## src/rtl/mio_bus_arbiter_pkg.sv

```systemverilog
// Shared definitions for the two-master memory arbiter: FSM states, grant codes,
// and the width of the access-latency counter.
`timescale 1ns/1ps
package mio_bus_arbiter_pkg;

   typedef enum logic [1:0] {
      ST_IDLE   = 2'd0,
      ST_ACCESS = 2'd1,
      ST_DONE   = 2'd2
   } state_e;

   localparam logic [1:0] GRANT_NONE = 2'b00;
   localparam logic [1:0] GRANT_M0   = 2'b01;
   localparam logic [1:0] GRANT_M1   = 2'b10;

   localparam int CNT_W = 4;

   // Index of the master (0 or 1) that owns a one-hot grant vector.
   function automatic logic grant_owner(input logic [1:0] g);
      return g[1];
   endfunction

endpackage

```

## src/rtl/mio_bus_arbiter_rr_arb2.sv

```systemverilog
// Combinational 2-way tie-breaker: a lone request always wins. On a tie, master 0
// wins under fixed priority; otherwise the master that did not win last time wins.
`timescale 1ns/1ps
module mio_bus_arbiter_rr_arb2
   import mio_bus_arbiter_pkg::*;
(
   input  logic [1:0] req,
   input  logic       last,
   input  logic       prio,
   output logic [1:0] win
);

   always_comb begin
      win = GRANT_NONE;
      case (req)
         2'b01:   win = GRANT_M0;
         2'b10:   win = GRANT_M1;
         2'b11:   win = (prio || last) ? GRANT_M0 : GRANT_M1;
         default: win = GRANT_NONE;
      endcase
   end

endmodule

```

## src/rtl/mio_bus_arbiter.sv

```systemverilog
// Shares one synchronous memory port between master 0 (SCPU) and master 1. Each
// transaction is latched at grant and runs IDLE -> ACCESS -> DONE.
`timescale 1ns/1ps
module mio_bus_arbiter
   import mio_bus_arbiter_pkg::*;
#(
   parameter int ADDR_W       = 32,
   parameter int DATA_W       = 32,
   parameter int MEM_LAT      = 1,
   parameter int CPU_PRIORITY = 0
) (
   input  logic              clk,
   input  logic              reset,
   input  logic              m0_req,
   input  logic              m0_we,
   input  logic [ADDR_W-1:0] m0_addr,
   input  logic [DATA_W-1:0] m0_wdata,
   output logic [DATA_W-1:0] m0_rdata,
   output logic              m0_ready,
   input  logic              m1_req,
   input  logic              m1_we,
   input  logic [ADDR_W-1:0] m1_addr,
   input  logic [DATA_W-1:0] m1_wdata,
   output logic [DATA_W-1:0] m1_rdata,
   output logic              m1_ready,
   output logic              s_en,
   output logic              s_we,
   output logic [ADDR_W-1:0] s_addr,
   output logic [DATA_W-1:0] s_wdata,
   input  logic [DATA_W-1:0] s_rdata,
   output logic [1:0]        grant,
   output logic              busy
);

   localparam logic [CNT_W-1:0] LAT  = CNT_W'(MEM_LAT);
   localparam logic             PRIO = (CPU_PRIORITY != 0);

   state_e              state_q, state_d;
   logic [CNT_W-1:0]    cnt_q, cnt_d;
   logic                last_q, last_d;
   logic [1:0]          grant_q, grant_d;
   logic                we_q, we_d;
   logic [ADDR_W-1:0]   addr_q, addr_d;
   logic [DATA_W-1:0]   wdata_q, wdata_d;
   logic [DATA_W-1:0]   m0_rdata_q, m0_rdata_d;
   logic [DATA_W-1:0]   m1_rdata_q, m1_rdata_d;
   logic [1:0]          win;

   mio_bus_arbiter_rr_arb2 u_arb (
      .req  ({m1_req, m0_req}),
      .last (last_q),
      .prio (PRIO),
      .win  (win)
   );

   always_ff @(posedge clk or posedge reset) begin
      if (reset) begin
         state_q    <= ST_IDLE;
         cnt_q      <= '0;
         last_q     <= 1'b1;
         grant_q    <= GRANT_NONE;
         we_q       <= 1'b0;
         addr_q     <= '0;
         wdata_q    <= '0;
         m0_rdata_q <= '0;
         m1_rdata_q <= '0;
      end else begin
         state_q    <= state_d;
         cnt_q      <= cnt_d;
         last_q     <= last_d;
         grant_q    <= grant_d;
         we_q       <= we_d;
         addr_q     <= addr_d;
         wdata_q    <= wdata_d;
         m0_rdata_q <= m0_rdata_d;
         m1_rdata_q <= m1_rdata_d;
      end
   end

   always_comb begin
      state_d    = state_q;
      cnt_d      = cnt_q;
      last_d     = last_q;
      grant_d    = grant_q;
      we_d       = we_q;
      addr_d     = addr_q;
      wdata_d    = wdata_q;
      m0_rdata_d = m0_rdata_q;
      m1_rdata_d = m1_rdata_q;

      case (state_q)
         ST_IDLE: begin
            grant_d = GRANT_NONE;
            if (win != GRANT_NONE) begin
               // The command is frozen here; later master-side changes are ignored.
               state_d = ST_ACCESS;
               grant_d = win;
               last_d  = grant_owner(win);
               cnt_d   = '0;
               we_d    = grant_owner(win) ? m1_we    : m0_we;
               addr_d  = grant_owner(win) ? m1_addr  : m0_addr;
               wdata_d = grant_owner(win) ? m1_wdata : m0_wdata;
            end
         end

         ST_ACCESS: begin
            if (we_q) begin
               state_d = ST_DONE;
            end else if (cnt_q == LAT) begin
               state_d = ST_DONE;
               if (grant_owner(grant_q)) m1_rdata_d = s_rdata;
               else                      m0_rdata_d = s_rdata;
            end else begin
               cnt_d = cnt_q + 1'b1;
            end
         end

         ST_DONE: begin
            state_d = ST_IDLE;
            grant_d = GRANT_NONE;
         end

         default: begin
            state_d = ST_IDLE;
            grant_d = GRANT_NONE;
         end
      endcase
   end

   assign s_en     = (state_q == ST_ACCESS) && (cnt_q == '0);
   assign s_we     = s_en && we_q;
   assign s_addr   = addr_q;
   assign s_wdata  = wdata_q;
   assign grant    = grant_q;
   assign busy     = (state_q != ST_IDLE);
   assign m0_ready = (state_q == ST_DONE) && grant_q[0];
   assign m1_ready = (state_q == ST_DONE) && grant_q[1];
   assign m0_rdata = m0_rdata_q;
   assign m1_rdata = m1_rdata_q;

endmodule

```

## config.mk

```make
export PLATFORM = sky130hd
export DESIGN_NAME = mio_bus_arbiter
export DESIGN_NICKNAME = d
export VERILOG_FILES = /design/src/rtl/mio_bus_arbiter_pkg.sv /design/src/rtl/mio_bus_arbiter_rr_arb2.sv /design/src/rtl/mio_bus_arbiter.sv
export SDC_FILE = /design/constraint.sdc
export NUM_CORES = 1
export LEC_CHECK = 0
export CAP_MARGIN = 20
export CORE_ASPECT_RATIO = 0.6
export CORE_MARGIN = 2
export CORE_UTILIZATION = 42
export CTS_BUF_LIST = sky130_fd_sc_hd__clkbuf_8
export DETAILED_ROUTE_END_ITERATION = 10
export PLACE_DENSITY = 0.92
export SYNTH_ARGS = -nofsm -noshare
export SYNTH_HDL_FRONTEND = slang
export SYNTH_SLANG_ARGS = --single-unit
```

## constraint.sdc

```tcl
create_clock -name clk -period 5.3 [get_ports clk]
set_clock_uncertainty 0.05 [all_clocks]
set_input_delay 0.53 -clock clk [delete_from_list [all_inputs] [get_ports clk]]
set_output_delay 0.53 -clock clk [all_outputs]
set_load 0.03 [all_outputs]
```

==> run_1/congestion_map.png <==
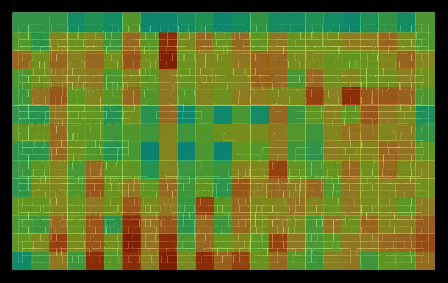
global routing usage on met2: 38.33%
met1 Resource Use GR: 25.67%
Finished Core Util: 69.11%
met3 global-route usage: 6.359%

==> run_1/class_map.png <==
Bar = 50 µm. Fill, decap, tap and diode cells in grey.
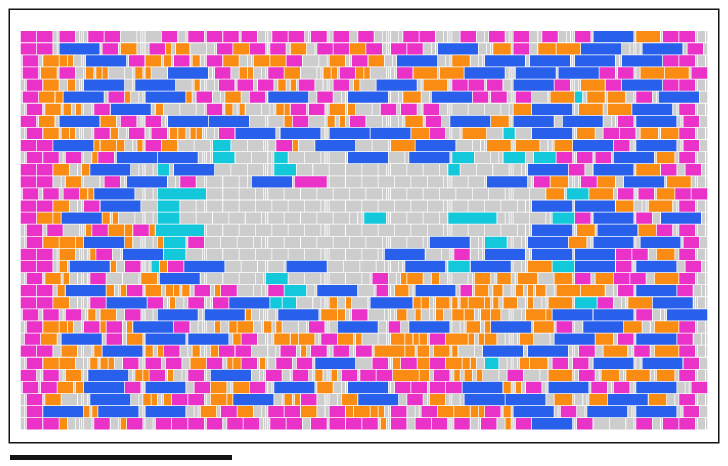
[remaining logic cells] orange | cells: 313 | share of their area: 26%
[remaining buffers and delay cells] magenta | cells: 304 | share of their area: 33%
[registers] blue | cells: 138 | share of their area: 37%
[clock drivers and dummy loads] cyan | cells: 31 | share of their area: 4.4%
area of the placeable core: 0.01387 mm²
Post-Layout Inst Area: 0.009588 mm²
total number of placement rows: 33

==> run_1/util_map.png <==
16 x 10 tiles, from black (low) to pale yellow (high), 0 to 100% covered.
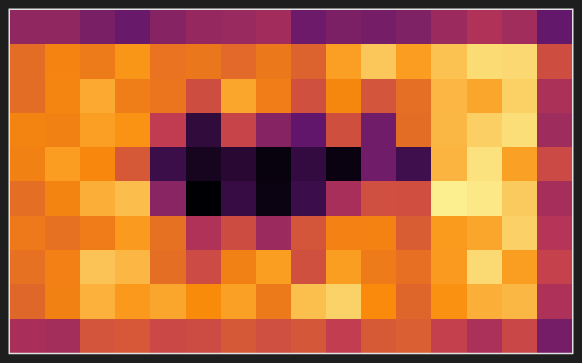
fullest tile: 97%
tiles over 75% full: 29%
emptiest ninth of the die: centre
floorplan core density: 43.76%

==> report_table.html, run 1 <==
<h2>Synthesis and place &amp; route</h2>
<table>
<tr><th>Metric</th><th>Value</th></tr>
<tr><th colspan="2">Run status</th></tr>
<tr><td>Run status</td><td>finished, final reports clean</td></tr>
<tr><th colspan="2">GRT</th></tr>
<tr><td>Total routing resource utilization after global routing</td><td>between 20% and 30%</td></tr>
<tr><td>Largest net degree at the start of global routing</td><td>122</td></tr>
<tr><td>Via count of the first global-routing pass</td><td>approximately 4900</td></tr>
<tr><td>Wire length of the first global-routing pass</td><td>26.31 mm</td></tr>
<tr><td>Grt total ovfl</td><td>0</td></tr>
<tr><td>Most utilized layer in the global route result</td><td>met2</td></tr>
<tr><td>Antenna violations before repair</td><td>0</td></tr>
<tr><th colspan="2">Detailed routing</th></tr>
<tr><td>Wire length per cell after detailed routing</td><td>16.85 µm</td></tr>
<tr><td>Met1 routed wirelength after detailed routing</td><td>just under 7 mm</td></tr>
<tr><td>Met3 Routed Length</td><td>1.115 mm</td></tr>
<tr><td>Post-route ant nets</td><td>0</td></tr>
<tr><td>DR vias</td><td>4753</td></tr>
<tr><td>Drt via density</td><td>a little under 5</td></tr>
<tr><td>Final WL</td><td>16.48 mm</td></tr>
<tr><td>Number of remaining DRC errors</td><td>0</td></tr>
<tr><td>Iter 0 DRT Violations</td><td>about 250</td></tr>
<tr><td>First-pass DRT Iterations</td><td>6</td></tr>
<tr><td>Wire length on met2</td><td>8.429 mm</td></tr>
<tr><th colspan="2">Synthesis</th></tr>
<tr><td>Yosys cell count</td><td>480</td></tr>
<tr><td>Average cell area after synthesis</td><td>12.65 µm²</td></tr>
<tr><td>Number of enable flip-flop cells</td><td>0</td></tr>
<tr><td>Number of nets in the synthesized netlist</td><td>around 650</td></tr>
<tr><td>Area contributors post-synth</td><td>dfrtp_1, mux2i_1, mux2_4</td></tr>
<tr><td>Dominant kind of combinational cell</td><td>multiplexers</td></tr>
<tr><td>Yosys reg bits</td><td>approximately 140</td></tr>
<tr><td>Cell count after synthesis</td><td>480</td></tr>
<tr><td>Area share of xor/xnor cells in the synthesized design</td><td>0%</td></tr>
<tr><td>Synth warnings</td><td>0</td></tr>
<tr><td>Multiplexer area fraction after synthesis</td><td>24.61%</td></tr>
<tr><td>Area share of fa/ha/maj cells after synthesis</td><td>less than 1%</td></tr>
<tr><td>Most frequent cells after synthesis</td><td>dfrtp_1, nand2_1, o21ai_0</td></tr>
<tr><td>Most numerous cell in the Yosys netlist</td><td>dfrtp_1</td></tr>
<tr><td>Area fraction in compound gates after synthesis</td><td>7.275%</td></tr>
<tr><td>Yosys synthesis chip area</td><td>0.006071 mm²</td></tr>
<tr><td>Share of the synthesized area in the top cell type</td><td>56.47%</td></tr>
<tr><td>Netlist area before placement</td><td>0.006071 mm²</td></tr>
<tr><th colspan="2">Setup path</th></tr>
<tr><td>Critical path origin</td><td>state_q[0]</td></tr>
<tr><td>Capturing element type of the critical path</td><td>output pin</td></tr>
<tr><td>Cell depth of the worst flop-to-flop path</td><td>6</td></tr>
<tr><td>Critical path arrival</td><td>2.37 ns</td></tr>
<tr><td>Setup CP Type</td><td>flop to output pin</td></tr>
<tr><td>End of the worst register-to-register path</td><td>m0_rdata[31]</td></tr>
<tr><td>Source of the worst register-to-register timing path</td><td>cnt_q[1]</td></tr>
<tr><td>Critical-path cell with the highest stage delay</td><td>clkdlybuf4s50_1</td></tr>
<tr><td>Category of the worst setup path launch point</td><td>flop</td></tr>
<tr><td>Count of cell instances traversed by the critical path</td><td>4</td></tr>
<tr><td>Bufs and invs on worst path</td><td>1</td></tr>
<tr><td>Data required time at the worst endpoint</td><td>4.72 ns</td></tr>
<tr><td>Reg-to-reg setup timing slack</td><td>2.79 ns</td></tr>
<tr><td>Cell family with the largest share of critical-path delay</td><td>buffers and inverters</td></tr>
<tr><th colspan="2">Worst hold path</th></tr>
<tr><td>Hold Path Depth</td><td>2</td></tr>
<tr><td>Endpoint with the worst hold slack</td><td>s_addr[13]</td></tr>
<tr><td>Type of the worst min-delay path</td><td>flop to flop</td></tr>
<tr><td>Hold Path Origin</td><td>s_addr[13]</td></tr>
<tr><th colspan="2">Layout</th></tr>
<tr><td>Share of layout cells above drive strength 1</td><td>a little over an eighth</td></tr>
<tr><td>Sequential cell count of the final layout</td><td>138</td></tr>
<tr><td>Signal inverters</td><td>5</td></tr>
<tr><td>Fraction of area in non-clock buffers</td><td>31.76%</td></tr>
<tr><td>Fraction of standard cell area in multi-input logic</td><td>around 25%</td></tr>
<tr><td>Count of plain and timing-repair buffers in the layout</td><td>304</td></tr>
<tr><td>Comb area</td><td>0.002409 mm²</td></tr>
<tr><td>Count of inserted antenna diode cells</td><td>0</td></tr>
<tr><td>Portion of the layout cell area used by clock cells</td><td>roughly 4.3%</td></tr>
<tr><td>Count of non-filler cells in the finished layout</td><td>978</td></tr>
<tr><td>Area growth from synthesis to final layout</td><td>57.93%</td></tr>
<tr><td>Clock buffer count in the final layout</td><td>18</td></tr>
<tr><td>Seq area share</td><td>36.03%</td></tr>
<tr><td>Mi-comb count</td><td>308</td></tr>
<tr><td>Dominant class by area</td><td>registers</td></tr>
<tr><th colspan="2">Flow run</th></tr>
<tr><td>Number of OpenROAD warnings</td><td>32</td></tr>
<tr><td>Max Cap Viol</td><td>0</td></tr>
<tr><th colspan="2">Clock network</th></tr>
<tr><td>Clock transition at the register clock pins on the worst setup and hold paths after CTS</td><td>around 0.08 ns</td></tr>
<tr><td>CTS Buffer Depth</td><td>2</td></tr>
<tr><td>Hold-fix buffer count after cts</td><td>0</td></tr>
<tr><td>Clk Latency, worst-skew pair</td><td>0.41 ns</td></tr>
<tr><td>Number of buffers created by CTS</td><td>17</td></tr>
<tr><td>Sink Count</td><td>138</td></tr>
<tr><td>Resized Gates After CTS</td><td>0</td></tr>
<tr><td>CTS root buffer</td><td>clkbuf_8</td></tr>
<tr><td>Post-CTS Setup Inserts</td><td>0</td></tr>
<tr><td>CTS tree</td><td>done</td></tr>
<tr><th colspan="2">Power and ir drop</th></tr>
<tr><td>Pwr top</td><td>combinational cells</td></tr>
<tr><td>Sequential power</td><td>1.89 mW</td></tr>
<tr><td>PwrDens</td><td>628.2 mW/mm²</td></tr>
<tr><td>Clock share of power</td><td>14.9%</td></tr>
<tr><td>Relative contribution of sequential cells to total power</td><td>31.3%</td></tr>
<tr><td>Combinational group power</td><td>3.24 mW</td></tr>
<tr><td>Switching pwr</td><td>2.525 mW</td></tr>
<tr><td>Switching Fraction</td><td>41.92%</td></tr>
<tr><td>Combinational power share</td><td>53.7%</td></tr>
<tr><td>Largest vdd supply drop</td><td>262.1 µV</td></tr>
<tr><td>Static leakage</td><td>4.098 nW</td></tr>
<tr><td>P_clk</td><td>0.900 mW</td></tr>
<tr><th colspan="2">Floorplan</th></tr>
<tr><td>Vertical extent of the die</td><td>97.13 µm</td></tr>
<tr><td>Chip Width</td><td>159.2 µm</td></tr>
<tr><td>Well Taps</td><td>approximately 190</td></tr>
<tr><td>Total die size</td><td>0.01546 mm²</td></tr>
<tr><td>Top-level port count</td><td>about 300</td></tr>
<tr><th colspan="2">Final timing</th></tr>
<tr><td>Highest attainable clock frequency</td><td>339.4 MHz</td></tr>
<tr><td>Post-Route Setup TNS</td><td>0 ns</td></tr>
<tr><td>Final hold viol count</td><td>0</td></tr>
<tr><td>Transition time at the pin with the least slew margin</td><td>1.078 ns</td></tr>
<tr><td>Final worst setup slack</td><td>2.354 ns</td></tr>
<tr><td>Final min period</td><td>a little under 3 ns</td></tr>
<tr><td>Final setup violating endpoints</td><td>0</td></tr>
<tr><td>Number of max-slew violations in the final report</td><td>0</td></tr>
<tr><th colspan="2">Placement</th></tr>
<tr><td>Post-Place Worst Slack</td><td>~2.3 ns</td></tr>
<tr><td>Count of port buffers added during placement</td><td>around 300</td></tr>
<tr><td>Routability cong.</td><td>0.7751</td></tr>
<tr><td>Half-perimeter wire length after placement</td><td>12.59 mm</td></tr>
<tr><td>Instance area at placement</td><td>0.009173 mm²</td></tr>
<tr><td>Placed cell count</td><td>947</td></tr>
</table>
==> run_1/ff_map.png <==
Bar = 50 µm.
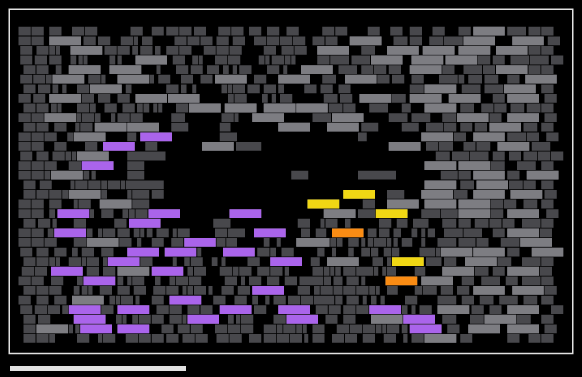

## Run 2: what changed since run 1
CORE_UTILIZATION = 38   (was 42)
PLACE_DENSITY = 0.88   (was 0.92)
clock period = 2.6 ns   (was 5.3 ns; I/O delays follow)
==> run_2/ff_map.png <==
Bar = 50 µm.
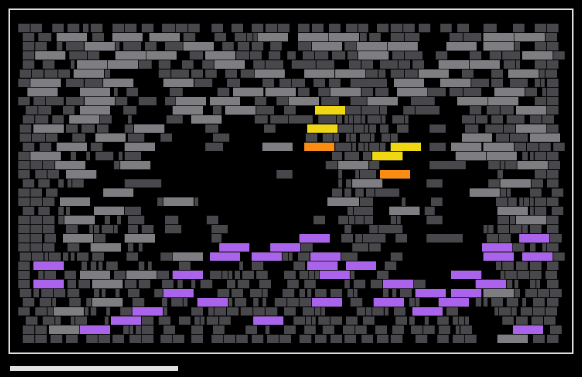
[cnt_q] yellow | flops: 4
[s_addr] purple | flops: 32 | where: a band across the bottom
[state_q] orange | flops: 2
not coloured: 100
Finished Core Util: 63.20%
sequential cell area: 0.003455 mm²
Seq area share: 35.26%

==> run_2/congestion_map.png <==
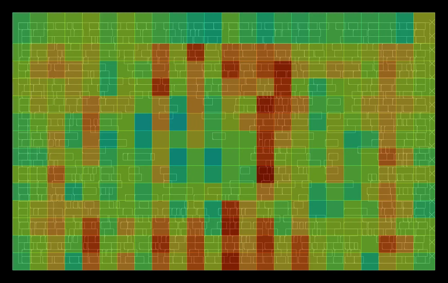
met1 Resource Use GR: 23.89%
most utilized layer in the global route result: met2

==> run 2 against run 1 <==
The flow now finishes with violations (design-rule violations). Area after synthesis unchanged. Count of clock-buffer cells in the layout down 1. Combinational power up 110%. Critical path depth up 1. Synthesized cell count unchanged. Sequential power up 100%. Largest cell class unchanged. Largest power group unchanged.
==> report_table.html, run 2 <==
<h2>Synthesis and place &amp; route</h2>
<table>
<tr><th>Metric</th><th>Value</th></tr>
<tr><th colspan="2">Layout</th></tr>
<tr><td>Total Nets Final</td><td>955</td></tr>
<tr><td>Signal inverters</td><td>5 (unchanged)</td></tr>
<tr><td>Share of layout cells above drive strength 1</td><td>15.02% (+1.5 points)</td></tr>
<tr><td>Dominant class by area</td><td>registers</td></tr>
<tr><td>Fraction of area in non-clock buffers</td><td>32.65% (+0.89 points)</td></tr>
<tr><td>Count of inserted antenna diode cells</td><td>0 (unchanged)</td></tr>
<tr><td>Portion of the layout cell area used by clock cells</td><td>4.572% (+0.24 points)</td></tr>
<tr><td>Mi-comb count</td><td>308 (unchanged)</td></tr>
<tr><td>Fraction of standard cell area in multi-input logic</td><td>24.70% (-0.42 points)</td></tr>
<tr><td>Count of non-filler cells in the finished layout</td><td>1002 (+2.5%)</td></tr>
<tr><td>Sequential cell count of the final layout</td><td>138 (unchanged)</td></tr>
<tr><td>Comb area</td><td>0.002420 mm² (+0.47%)</td></tr>
<tr><td>Count of plain and timing-repair buffers in the layout</td><td>316 (+3.9%)</td></tr>
<tr><td>Clock buffer count in the final layout</td><td>17 (-1)</td></tr>
<tr><td>Area growth from synthesis to final layout</td><td>61.40%</td></tr>
<tr><th colspan="2">Synthesis</th></tr>
<tr><td>Multiplexer area fraction after synthesis</td><td>24.61% (unchanged)</td></tr>
<tr><td>Most frequent cells after synthesis</td><td>dfrtp_1, nand2_1, o21ai_0</td></tr>
<tr><td>Area share of xor/xnor cells in the synthesized design</td><td>0% (unchanged)</td></tr>
<tr><td>Share of the synthesized area in the top cell type</td><td>56.47% (unchanged)</td></tr>
<tr><td>Area fraction in compound gates after synthesis</td><td>7.275% (unchanged)</td></tr>
<tr><td>Area contributors post-synth</td><td>dfrtp_1, mux2i_1, mux2_4</td></tr>
<tr><td>Netlist area before placement</td><td>0.006071 mm² (unchanged)</td></tr>
<tr><td>Yosys reg bits</td><td>138 (unchanged)</td></tr>
<tr><td>Most numerous cell in the Yosys netlist</td><td>dfrtp_1</td></tr>
<tr><td>Dominant kind of combinational cell</td><td>multiplexers</td></tr>
<tr><td>Synth warnings</td><td>0 (unchanged)</td></tr>
<tr><td>Yosys cell count</td><td>480 (unchanged)</td></tr>
<tr><td>Area share of fa/ha/maj cells after synthesis</td><td>0.6183% (unchanged)</td></tr>
<tr><td>Cell count after synthesis</td><td>480 (unchanged)</td></tr>
<tr><td>Number of nets in the synthesized netlist</td><td>649 (unchanged)</td></tr>
<tr><td>Yosys synthesis chip area</td><td>0.006071 mm² (unchanged)</td></tr>
<tr><th colspan="2">Power and ir drop</th></tr>
<tr><td>Pwr top</td><td>combinational cells</td></tr>
<tr><td>Static leakage</td><td>4.221 nW (+3.0%)</td></tr>
<tr><td>P_clk</td><td>1.98 mW (+120%)</td></tr>
<tr><td>Combinational power share</td><td>53.8% (about the same)</td></tr>
<tr><td>Switching pwr</td><td>5.276 mW (+110%)</td></tr>
<tr><td>Clock share of power</td><td>15.8% (+0.9 points)</td></tr>
<tr><td>Relative contribution of sequential cells to total power</td><td>30.4% (-0.9 points)</td></tr>
<tr><td>Combinational group power</td><td>6.77 mW (+110%)</td></tr>
<tr><td>Switching Fraction</td><td>41.94% (about the same)</td></tr>
<tr><th colspan="2">Final timing</th></tr>
<tr><td>Transition time at the pin with the least slew margin</td><td>0.4130 ns (-0.6651 ns)</td></tr>
<tr><td>Final worst setup slack</td><td>0.3013 ns (-2.052 ns)</td></tr>
<tr><td>Final min period</td><td>approximately 2.3 ns</td></tr>
<tr><td>Highest attainable clock frequency</td><td>435.0 MHz</td></tr>
<tr><td>Max-Slew Margin vs Limit</td><td>between 70 and 80%</td></tr>
<tr><td>Final hold viol count</td><td>0 (unchanged)</td></tr>
<tr><td>Post-Route Setup TNS</td><td>0 ns (unchanged)</td></tr>
<tr><td>Number of max-slew violations in the final report</td><td>0 (unchanged)</td></tr>
<tr><td>Final setup violating endpoints</td><td>0 (unchanged)</td></tr>
<tr><th colspan="2">Flow run</th></tr>
<tr><td>Number of OpenROAD warnings</td><td>30 (-6.3%)</td></tr>
<tr><td>Max Cap Viol</td><td>0 (unchanged)</td></tr>
<tr><th colspan="2">Floorplan</th></tr>
<tr><td>Top-level port count</td><td>301 (unchanged)</td></tr>
<tr><td>Well Taps</td><td>203 (+5.7%)</td></tr>
<tr><td>Chip Width</td><td>167.2 µm (+5.0%)</td></tr>
<tr><td>Total die size</td><td>0.01704 mm² (+10%)</td></tr>
<tr><td>Floorplan core density</td><td>39.16% (-4.6 points)</td></tr>
<tr><td>Vertical extent of the die</td><td>101.9 µm (+4.9%)</td></tr>
<tr><td>Area of the placeable core</td><td>0.01550 mm² (+12%)</td></tr>
<tr><th colspan="2">Setup path</th></tr>
<tr><td>Data required time at the worst endpoint</td><td>2.29 ns (-2.43 ns)</td></tr>
<tr><td>Category of the worst setup path launch point</td><td>flop</td></tr>
<tr><td>Critical path arrival</td><td>1.99 ns (-0.38 ns)</td></tr>
<tr><td>Reg-to-reg setup timing slack</td><td>0.58 ns (-2.21 ns)</td></tr>
<tr><td>Critical path origin</td><td>state_q[0]</td></tr>
<tr><td>Capturing element type of the critical path</td><td>output pin</td></tr>
<tr><td>Cell family with the largest share of critical-path delay</td><td>buffers and inverters</td></tr>
<tr><td>End of the worst register-to-register path</td><td>m0_rdata[31]</td></tr>
<tr><td>Setup CP Type</td><td>flop to output pin</td></tr>
<tr><td>Source of the worst register-to-register timing path</td><td>cnt_q[1]</td></tr>
<tr><td>Count of cell instances traversed by the critical path</td><td>5 (+1)</td></tr>
<tr><th colspan="2">Clock network</th></tr>
<tr><td>Clk Latency, worst-skew pair</td><td>0.42 ns (about the same)</td></tr>
<tr><td>Resized Gates After CTS</td><td>2 (+2)</td></tr>
<tr><td>CTS Buffer Depth</td><td>2 (unchanged)</td></tr>
<tr><td>Sink Count</td><td>138 (unchanged)</td></tr>
<tr><td>CTS tree</td><td>done</td></tr>
<tr><td>Clock transition at the register clock pins on the worst setup and hold paths after CTS</td><td>0.08 ns (about the same)</td></tr>
<tr><td>Number of buffers created by CTS</td><td>17 (unchanged)</td></tr>
<tr><td>Hold-fix buffer count after cts</td><td>0 (unchanged)</td></tr>
<tr><td>Post-CTS Setup Inserts</td><td>0 (unchanged)</td></tr>
<tr><th colspan="2">Detailed routing</th></tr>
<tr><td>Met1 routed wirelength after detailed routing</td><td>6.936 mm (+2.6%)</td></tr>
<tr><td>Wire length per cell after detailed routing</td><td>17.01 µm (+0.96%)</td></tr>
<tr><td>Wire length on met2</td><td>8.411 mm (-0.21%)</td></tr>
<tr><td>First-pass DRT Iterations</td><td>7 (+1)</td></tr>
<tr><td>Met3 Routed Length</td><td>1.516 mm (+36%)</td></tr>
<tr><td>Post-route ant nets</td><td>0 (unchanged)</td></tr>
<tr><td>DR vias</td><td>4831 (+1.6%)</td></tr>
<tr><td>Number of remaining DRC errors</td><td>18 (+18)</td></tr>
<tr><td>Final WL</td><td>17.05 mm (+3.4%)</td></tr>
<tr><td>Drt via density</td><td>4.821 (-0.79%)</td></tr>
<tr><th colspan="2">Placement</th></tr>
<tr><td>Count of port buffers added during placement</td><td>300 (unchanged)</td></tr>
<tr><td>Placed cell count</td><td>970 (+2.4%)</td></tr>
<tr><td>Half-perimeter wire length after placement</td><td>12.79 mm (+1.6%)</td></tr>
<tr><td>Post-Place Worst Slack</td><td>0.3227 ns (-2.017 ns)</td></tr>
<tr><td>Routability cong.</td><td>0.8241 (+6.3%)</td></tr>
<tr><th colspan="2">GRT</th></tr>
<tr><td>Total routing resource utilization after global routing</td><td>20.00% (-1.5 points)</td></tr>
<tr><td>Met3 global-route usage</td><td>7.010% (+0.65 points)</td></tr>
<tr><td>Global routing usage on met2</td><td>34.92% (-3.4 points)</td></tr>
<tr><td>Antenna violations before repair</td><td>0 (unchanged)</td></tr>
<tr><td>Largest net degree at the start of global routing</td><td>111 (-9.0%)</td></tr>
<tr><td>Grt total ovfl</td><td>0 (unchanged)</td></tr>
<tr><td>Wire length of the first global-routing pass</td><td>26.46 mm (+0.58%)</td></tr>
<tr><td>Via count of the first global-routing pass</td><td>4993 (+1.6%)</td></tr>
<tr><th colspan="2">Run status</th></tr>
<tr><td>Violations in the final reports</td><td>design-rule violations</td></tr>
<tr><td>Run status</td><td>complete, but fails checks</td></tr>
<tr><th colspan="2">Worst hold path</th></tr>
<tr><td>Type of the worst min-delay path</td><td>input pin to asynchronous set/reset pin</td></tr>
</table>
==> run_2/class_map.png <==
Bar = 50 µm. Fill, decap, tap and diode cells in grey.
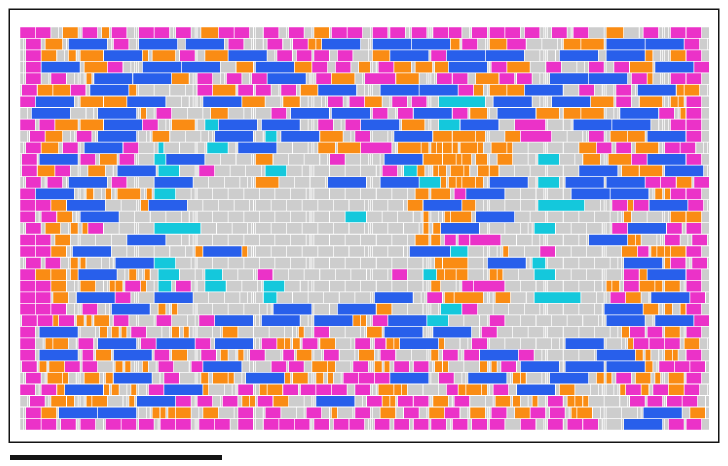
[remaining logic cells] orange | cells: 313 | share of their area: 26%
[clock drivers and dummy loads] cyan | cells: 32 | share of their area: 4.7%
[registers] blue | cells: 138 | share of their area: 36%
[remaining buffers and delay cells] magenta | cells: 316 | share of their area: 34%
Post-Layout Inst Area: 0.009798 mm²
total number of placement rows: 35

Power is estimated from default activity; no workload was simulated.
